File: config.mk
export PLATFORM = sky130hd
export DESIGN_NAME = cntr_chk_sat_cnt
export DESIGN_NICKNAME = d
export VERILOG_FILES = /design/src/rtl/cntr_chk_sat_cnt.sv
export SDC_FILE = /design/constraint.sdc
export NUM_CORES = 1
export LEC_CHECK = 0
export CAP_MARGIN = 0
export CORE_AREA = 2 2 39 41
export DETAILED_ROUTE_END_ITERATION = 10
export DIE_AREA = 0 0 41 43
export MAX_ROUTING_LAYER = met4
export PLACE_DENSITY = 0.46
export SKIP_LAST_GASP = 1
export SYNTH_ARGS = -nofsm -noshare
export SYNTH_HDL_FRONTEND = slang
export SYNTH_SLANG_ARGS = --single-unit
File: constraint.sdc
create_clock -name clk -period 1.1 [get_ports clk]
set_input_delay 0.22 -clock clk [delete_from_list [all_inputs] [get_ports clk]]
set_output_delay 0.22 -clock clk [all_outputs]
set_load 0.005 [all_outputs]
File: src/rtl/cntr_chk_sat_cnt.sv
// Saturating up-counter with synchronous active-high clear (clear beats increment).
module cntr_chk_sat_cnt #(
    parameter int N = 4
) (
    input  logic         clk,
    input  logic         clr,
    input  logic         inc,
    output logic [N-1:0] cnt
);

    logic [N-1:0] cnt_q;
    logic [N-1:0] cnt_d;

    always_comb begin
        cnt_d = cnt_q;
        if (clr) begin
            cnt_d = {N{1'b0}};
        end else if (inc && (cnt_q != {N{1'b1}})) begin
            cnt_d = cnt_q + N'(1);
        end else begin
            cnt_d = cnt_q;
        end
    end

    always_ff @(posedge clk) begin
        cnt_q <= cnt_d;
    end

    assign cnt = cnt_q;

endmodule

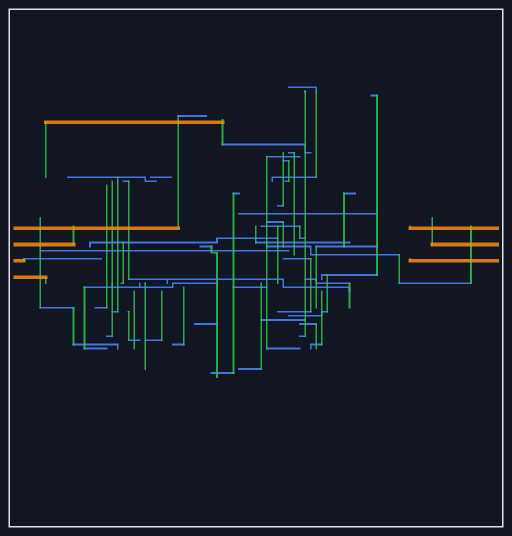
(run_1/metal_stack.png)
Drawn at 12 px/um.
Key: green = met2 [wire length 254 um]; orange = met3 [wire length 56.2 um]; blue = met1 [wire length 206 um]
Avg WL per Cell: 10.1 um
Overall Global Routing Usage: 7.82%
final WL: 515 um
DR vias: 202

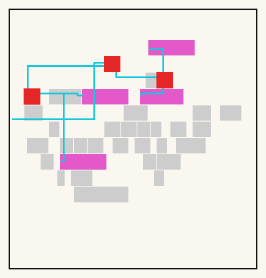
(run_1/clock_map.png)
Drawn at 6 px/um.
Key: cyan = clock wires [length 87.8 um]; magenta = flip-flops [count 4]; red = cells driving clock nets [count 3]
There are 4 routed clock nets.
Clk power: 0.181 mW
Late-Pin Clk Latency: 0.23 ns
Clock Power Share: 43.8%
Clock Skew: 0.00300 ns

==> out/results.ini, run 1 <==
[power]
p_sw_mw=0.0907
powerSeq_mw=0.162
vdd_drop_max_mv=0.510
power.group.top=clock
intPower_mw=0.322
swShare_pct=22.0
power_frac_seq_pct=39.3
total_power_mw=0.413
comb_power_mw=0.0697
comb_power_share_pct=16.9
leakage_nw=0.167
powerDensity_mw_per_mm2=1130

[sta]
fmax_ghz=0.852
setup-violations-final=3
whs_ns=0.513
final.setup.tns_ns=-0.151
period_used_pct=107
maxSlewHeadroom_pct=90.2
worst_slack_ns=-0.0739
tightest_slew_ns=0.145
rsz0062_at_grt=yes
period_needed_ns=1.17
slew_violations=0

[yosys]
yosys_cells=20
top_area_share_pct=38.3
fp_nets=24
top_area_cell=dfxtp_1
muxShareOfSynthArea_pct=12.0
synth.cellmix.compoundShare_pct=7.19
ys_types=15
synth_cells=20
logic_family=simple AND/OR/NAND/NOR gates
ys_top_cells_by_area=dfxtp_1 38%, mux2_4 7.2%, nor2b_4 6.6%
yosysChipArea_um2=209
ys_sh_simple_pct=36.5
avgSynthCellArea_um2=10.4
synth_flops=4
xor_share_pct=0
ys_sh_adder_pct=5.99
yosysSeqAreaShare_pct=38.3
synthesis.area_um2=209
ys_warn_count=0

[drt]
ant_nets=0
wl_met2_um=253
via_per_inst=3.96
drc=0
wl_met1_um=205
wl_met3_um=56
drtIter0Drc=1
drt_first_pass_iters=2
highest_layer=met3

[worst_hold_path]
hold_depth=2
min_to=cnt[3]
hp-start=cnt[3]
hold_path.class=flop to flop

[final_layout]
fin_cells=51
areaGrowthSynthToFinish_pct=74.3
comb_share_pct=38.8
clockNetworkAreaShare_pct=6.19
clock_buffers=3
largest_class=combinational gates
seq_cell_count=4
inv_count=0
layout-drive-gt1-share_pct=51.4
post-route-util_pct=26.3
nets=41
sh_seq_area_pct=23.0
buffers=12
diodes=0
nFillCells=154
finalInstanceArea_um2=364
largest_register_ffs=4
regArea_um2=83.8

[worst_setup_path]
r2r_cells=4
setup.worst_path.end=cnt[0]
critPathBufInv=2
crit_slowest_cell=dfxtp_2
setup.worst_path.start_class=flop
cp-startpoint=cnt[0]
slowest_delay_ns=0.32
rrSetupSlack_ns=-0.07
path_cells=buf_4 -> dlygate4sd2_1
end_kind=output port
crit_cells=2
cp_data_arrival_time_ns=0.95
rr_startpoint=cnt[1]
cpLargestDelayFamily=buffers and inverters
path_class=flop to output port

[global_routing]
antenna_found_initial=0
grt_pass1_wl_um=793
grt_overflow=0
grt_max_degree=6
first_global_vias=198
globalRoute.busiestLayer=met2
grtUsageMet1_pct=7.72

[die]
fp_util_pct=15.1
chipArea_mm2=0.00176
taps=16
row_count=14
die_x_um=41

[clock_tree]
cts.sinks=4
clkTransAtPathRegs_ns=0.04
cts_resized=9
tritoncts=yes
cts_setup_buffers=0
cts_max_path_buffers=2
cts_buffers=3
cts-htree-levels=1

[flow_run]
warnings=29
cap_violations=0

[placed_design]
hpwlAfterDp_um=402
dp.cells=48
place_congestion=0.679
dp_worst_setup_slack_ns=-0.262
portBuffers=6
placed_area_um2=339

[run_status]
violations=setup timing
status=finished, violations left

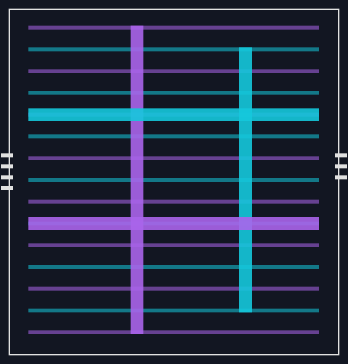
(run_1/pdn.png)
Drawn at 8 px/um. Pins as bars on the die edge.
Key: purple = VSS; cyan = VDD
The core has 14 rows. 2 straps on met4.

run 1: placed cells by master (no fill, tap or decap):
cell type,instances
nor2b_1,1
dfxtp_1,1
nand4_1,1
and3_4,1
nor2_1,1
nor3_1,1
dlygate4sd2_1,3
buf_2,1
buf_4,6
clkdlybuf4s50_1,2
a21oi_1,2
nand2b_1,2
or2_0,1
clkbuf_4,3
dfxtp_2,3
mux2i_1,1
o21ai_0,1
ha_4,1
mux2_4,1
and4b_2,1
nor2b_4,1
run 1: synthesized netlist by cell type:
master,n
nor2b_1,1
nor3_1,1
nor2b_4,1
nand2b_1,2
mux2i_1,1
and3_4,1
a21oi_1,2
nand4_1,1
and4b_2,1
mux2_4,1
or2_0,1
nor2_1,1
ha_1,1
o21ai_0,1
dfxtp_1,4
==> run 1 -> run 2 <==
--- a/config.mk
+++ b/config.mk
@@ -5,13 +5,14 @@
 export SDC_FILE = /design/constraint.sdc
 export NUM_CORES = 1
 export LEC_CHECK = 0
-export CAP_MARGIN = 0
+export CAP_MARGIN = 5
 export CORE_AREA = 2 2 39 41
 export DETAILED_ROUTE_END_ITERATION = 10
 export DIE_AREA = 0 0 41 43
 export MAX_ROUTING_LAYER = met4
 export PLACE_DENSITY = 0.46
 export SKIP_LAST_GASP = 1
+export SLEW_MARGIN = 5
 export SYNTH_ARGS = -nofsm -noshare
 export SYNTH_HDL_FRONTEND = slang
 export SYNTH_SLANG_ARGS = --single-unit
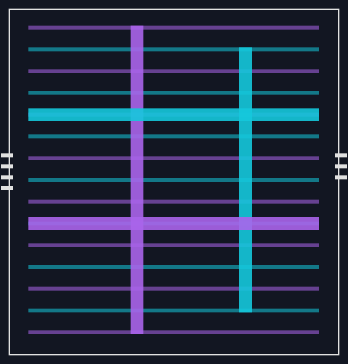
(run_2/pdn.png)
Drawn at 8 px/um. Pins as bars on the die edge.
Die Wd: 41 um
peak supply drop: 0.510 mV
Die Height: 43 um
CORE AREA: 0.00138 mm^2

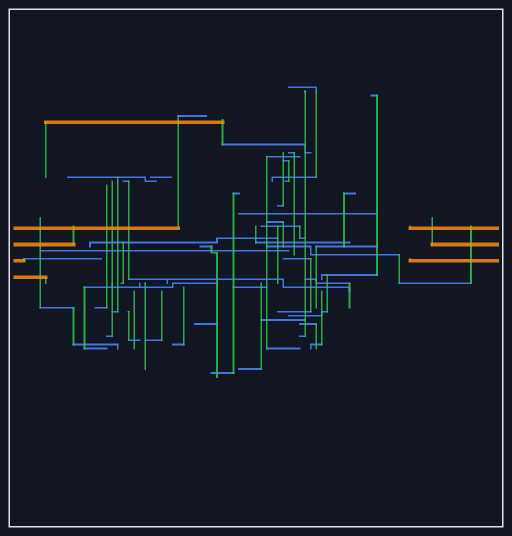
(run_2/metal_stack.png)
Drawn at 12 px/um.

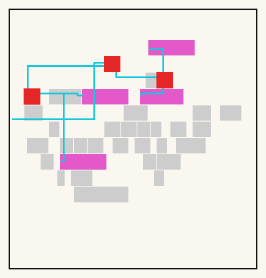
(run_2/clock_map.png)
Drawn at 6 px/um.
Key: magenta = flip-flops [count 4]; red = cells driving clock nets [count 3]; cyan = clock wires [length 87.8 um]
There are 4 routed clock nets.

==> out/results.ini, run 2 <==
[placed_design]
portBuffers=6
placed_area_um2=339
hpwlAfterDp_um=402
place_congestion=0.679
dp.cells=48

[yosys]
ys.flop_type=dfxtp_1
synth_cells=20
ys_top_cells_by_area=dfxtp_1 38%, mux2_4 7.2%, nor2b_4 6.6%
async_reset_ff_share_pct=0
synthesis.area_um2=209
logic_family=simple AND/OR/NAND/NOR gates
top_area_share_pct=38.3
edf_count=0
synthTopCellsByCount=4 x dfxtp_1, 2 x a21oi_1, 2 x nand2b_1
synth_flops=4
top_area_cell=dfxtp_1
xor_share_pct=0
fp_nets=24
yosysChipArea_um2=209
top_cell=dfxtp_1
ys_sh_simple_pct=36.5

[global_routing]
grtUsageMet1_pct=7.72
grt_max_degree=6
globalRoute.busiestLayer=met2
grt_overflow=0
first_global_vias=198
grt_usage_pct=7.82

[final_layout]
post-route-util_pct=26.3
fin_cells=51
nets=41
diodes=0
finalInstanceArea_um2=364
areaGrowthSynthToFinish_pct=74.3
largest_register_ffs=4
layout-drive-gt1-share_pct=51.4
final_common_cell=buf_4

[die]
chipArea_mm2=0.00176
fp_util_pct=15.1

[clock_tree]
tritoncts=yes
clock_latency_ns=0.23
cts-htree-levels=1
cts_max_path_buffers=2
cts.sinks=4

[sta]
skew_ns=0.00300
setup-violations-final=3
final.setup.tns_ns=-0.151
slew_violations=0
period_used_pct=107
worst_slack_ns=-0.0739
whs_ns=0.513
maxSlewHeadroom_pct=90.2
tightest_slew_ns=0.145
period_needed_ns=1.17
rsz0062_at_grt=yes

[drt]
drt_first_pass_iters=2
routedWlPerCell_um=10.1
wl_met1_um=205
wl_met2_um=253
drtIter0Drc=1
drt-total-wl_um=515
drc=0
vias=202
ant_nets=0
via_per_inst=3.96
highest_layer=met3
wl_met3_um=56

[worst_setup_path]
rrSetupSlack_ns=-0.07
crit_slowest_cell=dfxtp_2
path_cells=buf_4 -> dlygate4sd2_1
slowest_delay_ns=0.32
end_kind=output port
rr_startpoint=cnt[1]
path_class=flop to output port
setup.worst_path.start_class=flop
cpLargestDelayFamily=buffers and inverters
cp-startpoint=cnt[0]
cp_data_arrival_time_ns=0.95
crit_cells=2
critPathBufInv=2
setup.worst_path.end=cnt[0]
r2r_cells=4

[run_status]
status=finished, violations left
violations=setup timing

[worst_hold_path]
hold_depth=2
min_to=cnt[3]
hold_path.class=flop to flop

[flow_run]
warnings=29

[power]
leakage_nw=0.167

run 2: area by class of cell:
| cell class | count | area (um^2) | area share [%] |
|---|---|---|---|
| tap | 16 | 20.0 | 5.50 |
| clock buffer | 3 | 22.5 | 6.19 |
| multi-input combinational | 16 | 141 | 38.8 |
| timing repair buffer | 12 | 96.3 | 26.5 |
| sequential | 4 | 83.8 | 23.0 |
run 2: where the power goes:
part | internal [mW] | total [mW] | switching [mW] | leakage, nW
clock network | 0.122 | 0.181 | 0.0588 | 0.0138
logic | 0.0450 | 0.0697 | 0.0247 | 0.119
registers | 0.155 | 0.162 | 0.00719 | 0.0338
run 2: timing repair:
item / in CTS / in global routing
gates cloned: 0 / 0
buffers inserted: 0 / 0
gates resized: 9 / 0
setup endpoints to repair: 6 / 4
pin swaps: 1 / 0
hold endpoints to repair: 0 / 0
==> run_2/gate_families.png <==
Drawn at 6 px/um.
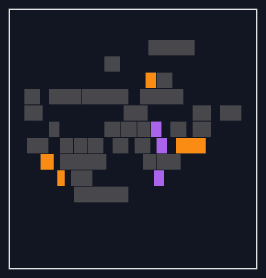

==> run 2 -> run 3 <==
--- a/config.mk
+++ b/config.mk
@@ -16,3 +16,4 @@
 export SYNTH_ARGS = -nofsm -noshare
 export SYNTH_HDL_FRONTEND = slang
 export SYNTH_SLANG_ARGS = --single-unit
+export TNS_END_PERCENT = 5
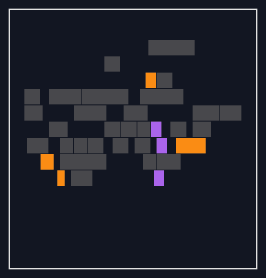
(run_3/gate_families.png)
Drawn at 6 px/um.
Key: orange = NOR gates [cells 4]; purple = inverting AOI/OAI gates [cells 3]

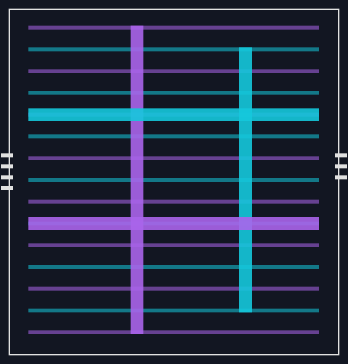
(run_3/pdn.png)
Drawn at 8 px/um. Pins as bars on the die edge.
peak supply drop: 0.521 mV

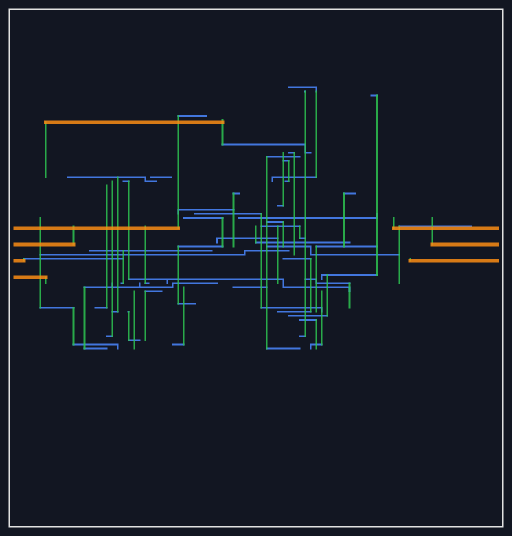
(run_3/metal_stack.png)
Drawn at 12 px/um.
Key: orange = met3 [wire length 57.6 um]; blue = met1 [wire length 221 um]; green = met2 [wire length 236 um]
DR vias: 203
Overall Global Routing Usage: 7.61%
final WL: 514 um

==> out/results.ini, run 3 <==
[yosys]
synthesis.area_um2=209
synth.cellmix.compoundShare_pct=7.19
synth_cells=20
synthTopCellsByCount=4 x dfxtp_1, 2 x a21oi_1, 2 x nand2b_1
ys_sh_simple_pct=36.5
avgSynthCellArea_um2=10.4
ys_warn_count=0
yosysSeqAreaShare_pct=38.3
muxShareOfSynthArea_pct=12.0
xor_share_pct=0

[drt]
drc=0
ant_nets=0
wl_met2_um=235
wl_met1_um=220
via_per_inst=3.98
drt_first_pass_iters=2
highest_layer=met3
routedWlPerCell_um=10.1

[power]
intPower_mw=0.321
power_clock_mw=0.181
swShare_pct=21.6
comb_power_mw=0.0694
p_sw_mw=0.0886
power.group.top=clock
powerDensity_mw_per_mm2=1130
clkPwrFrac_pct=44.2

[sta]
skew_ns=0.00296
setup-violations-final=4
worst_slack_ns=-0.126
tightest_slew_ns=0.145
period_used_pct=111

[final_layout]
combGateArea_um2=131
largest_register_ffs=4
logic_gate_count=16
comb_share_pct=36.3
regArea_um2=83.8
inv_count=0
layout.cells.most_common_list=6 x buf_4, 3 x clkbuf_4, 3 x dfxtp_2, 3 x dlygate4sd2_1
seq_cell_count=4
post-route-util_pct=26.1
fin_cells=51
nFillCells=152

[global_routing]
grtUsageMet1_pct=8.04
grt_overflow=0
grt_max_degree=6

[worst_hold_path]
hp-start=cnt[3]
hold_depth=2
hold_path.class=flop to flop
min_to=cnt[3]

[die]
row_count=14
taps=16

[clock_tree]
cts-htree-levels=1
cts_resized=4
clock_latency_ns=0.23
cts.sinks=4
cts_buffers=3

[worst_setup_path]
crit_cells=4
setup.worst_path.start_class=flop

[run_status]
status=finished, violations left
violations=setup timing

[placed_design]
dp.cells=48

[flow_run]
cap_violations=0

run 3: cell types whose count changed in the layout (fill, tap and decap cells not counted):
cell            previous run  this run
buf_2                      1         0
dlymetal6s2s_1             0         1
ha_2                       0         1
ha_4                       1         0
run 3: how the worst max path moves through the flow:
stage | startpoint | end
4_1_cts | cnt[3] | cnt[3]
5_1_grt | cnt[1] | cnt[0]
3_3_place_gp | inc | cnt[0]
3_5_place_dp | inc | cnt[0]
6_report | cnt[1] | cnt[0]
2_1_floorplan | cnt[1] | cnt[0]
run 3: through the flow:
stage	area, um^2	hold slack [ns]	total power, mW
global placement	339	0.486	0.232
CTS	359	0.510	0.419
finish	362	0.515	0.409
global route	362	0.537	0.434
detailed placement	339	0.527	0.237
floorplan	214	0.289	0.188
Power is estimated from default activity; no workload was simulated.
